**Placed cells, one colour a class**

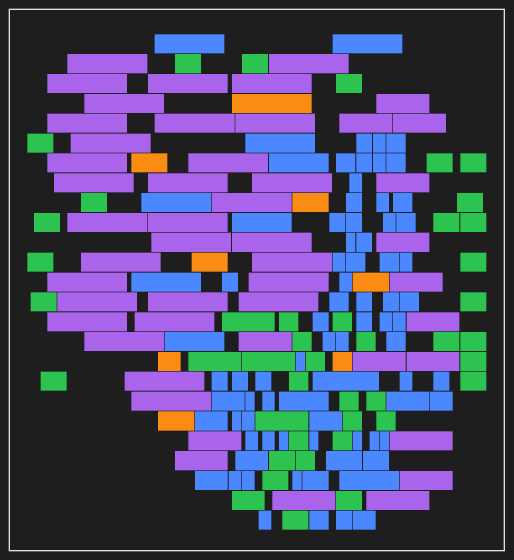
**Cell density map**

The bar under the picture is 20 um long. 7 x 7 tiles, from dark blue (low) to red (high), 0 to 100% covered.
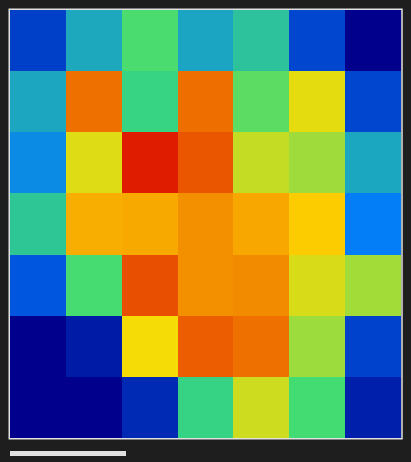
**Drive-strength map**

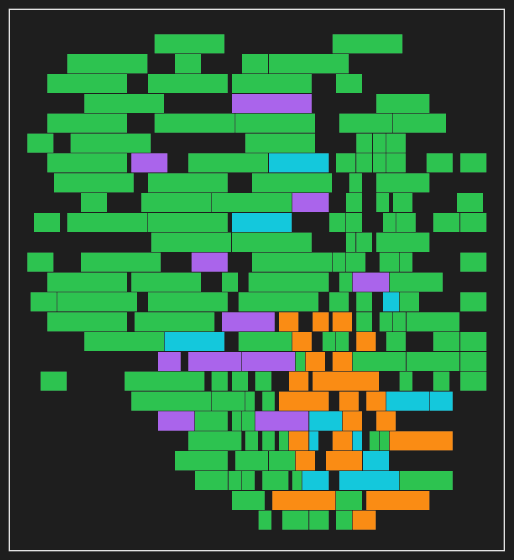
**Routing congestion map**

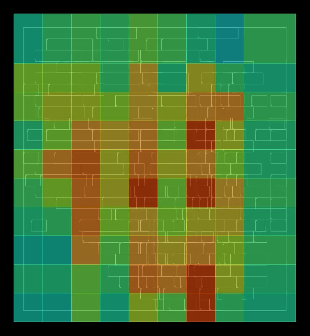
==> config.mk <==
export PLATFORM = sky130hd
export DESIGN_NAME = instr_queue
export DESIGN_NICKNAME = d
export VERILOG_FILES = /design/src/rtl/instr_queue.sv
export SDC_FILE = /design/constraint.sdc
export NUM_CORES = 1
export LEC_CHECK = 0
export CAP_MARGIN = 40
export CORE_ASPECT_RATIO = 1.1
export CORE_MARGIN = 2
export CORE_UTILIZATION = 45
export CTS_CLUSTER_DIAMETER = 60
export DETAILED_ROUTE_END_ITERATION = 7
export HOLD_SLACK_MARGIN = 0.1
export PLACE_DENSITY = 0.77
export SYNTH_ARGS = -nofsm -noshare
export SYNTH_HDL_FRONTEND = slang
export SYNTH_SLANG_ARGS = --single-unit
==> constraint.sdc <==
create_clock -name clk -period 2.1 [get_ports clk]
set_input_delay 0.42 -clock clk [delete_from_list [all_inputs] [get_ports clk]]
set_output_delay 0.42 -clock clk [all_outputs]
set_load 0.005 [all_outputs]
==> README.md <==
| Stage | Metric | Value |
|---|---|---|
| pwr | Total power | 2170 uW |
| outcome | Run status | finished clean |
| final layout | Area used by multi-input combinational logic | 683 um2 |
| clock network | Number of buffers on the longest clock path | 2 |
| synthesis | Area fraction in xor and xnor cells | 0.437% |
| final timing | Setup repair after global routing missed its margin | true |
| final layout | Dominant kind of cell | flip-flops and latches |
| flow run | Number of warnings the tools reported | 30 |
| setup path | Required time at the worst-slack endpoint | 2300 ps |
| synthesis | Area fraction in full adders, half adders and majority gates | 4.12% |
| clock network | H-Tree Level Count | 2 |
| global route | Initial antenna violation count | 0 |
| setup path | Crit-path max cell delay | 380 ps |
| setup path | Biggest fanout along the worst timing path | 4 |
| setup path | Master of the slowest instance on the critical path | dfxtp_4 |
| route | Via count | 1247 |
| synthesis | Main area contributors | edfxtp_1, dfxtp_1, mux4_1, o31ai_1, mux4_2 |
| route | Length of routed wiring on met1 | 1570 um |
| setup path | Element type at the critical path start | register |
| setup path | Crit-path cells | nor3b_4 > inv_2 > a211oi_2 > nand2b_4 > ha_4 > inv_2 > fa_2 > xor2_2 > and2_4 > nor3_2 |
| clock network | Number of buffers inserted to repair setup after CTS | 0 |
| clock network | Clk slew on worst S/H paths | 90 ps |
| final layout | Share of post-route cells with drive strength above 1 | 25.4% |
| route | Met3 WL | 168 um |
| route | Avg Vias per Cell | 5.40 |
| synthesis | Post-synthesis cell area | 2000 um2 |
| synthesis | And+or+nand+nor area frac | 9.24% |
| pwr | Combinational logic power | 421 uW |
| route | Highest metal layer used by the detailed router | met4 |
| clock network | Clock tree from TritonCTS | done |
| final layout | Count of nets after finishing | 195 |
| pwr | Power in the clock group | 670 uW |
| clock network | CTS Buf Count | 5 |
| placed design | Place WS | -354 ps |
| clock network | Count of hold buffers inserted by post-cts repair | 0 |
| final layout | Number of diodes | 0 |
| setup path | Most repeated library cell on the critical path | inv_2 |
| synthesis | Compound Share, Synth | 8.36% |
| final layout | Number of fillers in the final layout | 303 |
| global route | Total grt overflow | 0 |
| synthesis | Number of library cell types mapped by synthesis | 33 |
| route | Met2 WL post-DR | 1980 um |
| pwr | Switching share of power | 24.9% |
| final timing | Max-slew violation count | 0 |
| pwr | PD cells | 829 nW/um2 |
| final layout | Non-clock inverter instance count of the final layout | 8 |
| synthesis | Number of flip-flops and latches in the synthesized netlist | 48 |
| pwr | Internal power | 1630 uW |
| final layout | Most frequent standard cell in the layout excluding fill and tap cells | edfxtp_1 |
| synthesis | Area leader, netlist | edfxtp_1 |
| final layout | Layout buffering overhead excluding clock cells | 16.4% |
| pwr | Top power group | sequential cells |
| route | DRT iter0 DRCs | 76 |
| global route | Maximum number of pins on one net before global-route repair | 17 |
| final timing | Highest attainable clock frequency | 479 MHz |
| route | Total length of routed wires | 3790 um |
| flow run | Maximum Capacitance Violations | 0 |
| final timing | Slew margin rel. | 70.8% |
| route | DRT antenna net count | 0 |
| synthesis | Post-synthesis sequential area ratio | 63.9% |
| global route | Via count of the first global-routing pass | 1216 |
| route | DRT Pass-1 Iters | 4 |
| synthesis | Post-synth top area share | 47.9% |
| final timing | Skew final | 6.46 ps |
| synthesis | Post-synthesis net count | 155 |
| final timing | Post-route fraction of the period consumed by the critical path | 99.4% |
| synthesis | Comb area leader | multiplexers |
| pwr | Leakage Power | 0.000887 uW |
| final layout | Sequential Area | 1290 um2 |
| final layout | Share of the final layout cell area in multi-input gates | 26.1% |
| synthesis | Avg Synthesized Cell Area | 14.7 um2 |
| synthesis | Primary flip-flop cell chosen by synthesis mapping | edfxtp_1 |
| setup path | Buf+Inv Stages, Crit Path | 2 |
| synthesis | Warnings, synthesis | 0 |
-- 'placed cells, one colour a class' (at the start) --
legend:
  green:
    class: remaining buffers and delay cells
    cells: 42
  orange:
    class: clock drivers and dummy loads
    cells: 8
  purple:
    class: registers
    cells: 48
  blue:
    class: remaining logic cells
    cells: 79
proportion of cell area occupied by registers: 49.3%
Layout Cell Area excl Fill: 2620 um2
core area: 4290 um2
Core Rows: 25

-- 'cell density map' (at the start) --
mean over tiles: 51%
fullest tile: 97%
tiles over 75% full: 29%
emptiest ninth of the die: south-west
nearly empty tiles: 8.2%
densest ninth of the die: centre
final core occ: 61.2%
initial core utilization: 46.8%

-- 'drive-strength map' (at the start) --
legend:
  purple:
    size: x6 and larger
    cells: 11
    share: 6.2%
  orange:
    size: x3 and x4
    cells: 22
    share: 12%
  cyan:
    size: x2
    cells: 12
    share: 6.8%
  green:
    size: x1 and smaller
    cells: 132
    share: 75%
worst-case setup margin in the final layout: 13.5 ps
synthesis-to-finish area growth: 30.8%
buffers outside the clock class: 42

-- 'routing congestion map' (at the start) --
Global Route met3 Usage: 4.84%
GR peak layer: met2
GR met1 Demand/Resource: 20.0%
GRT Resource Usage Total: 16.2%

Power and IR drop assume default switching activity.
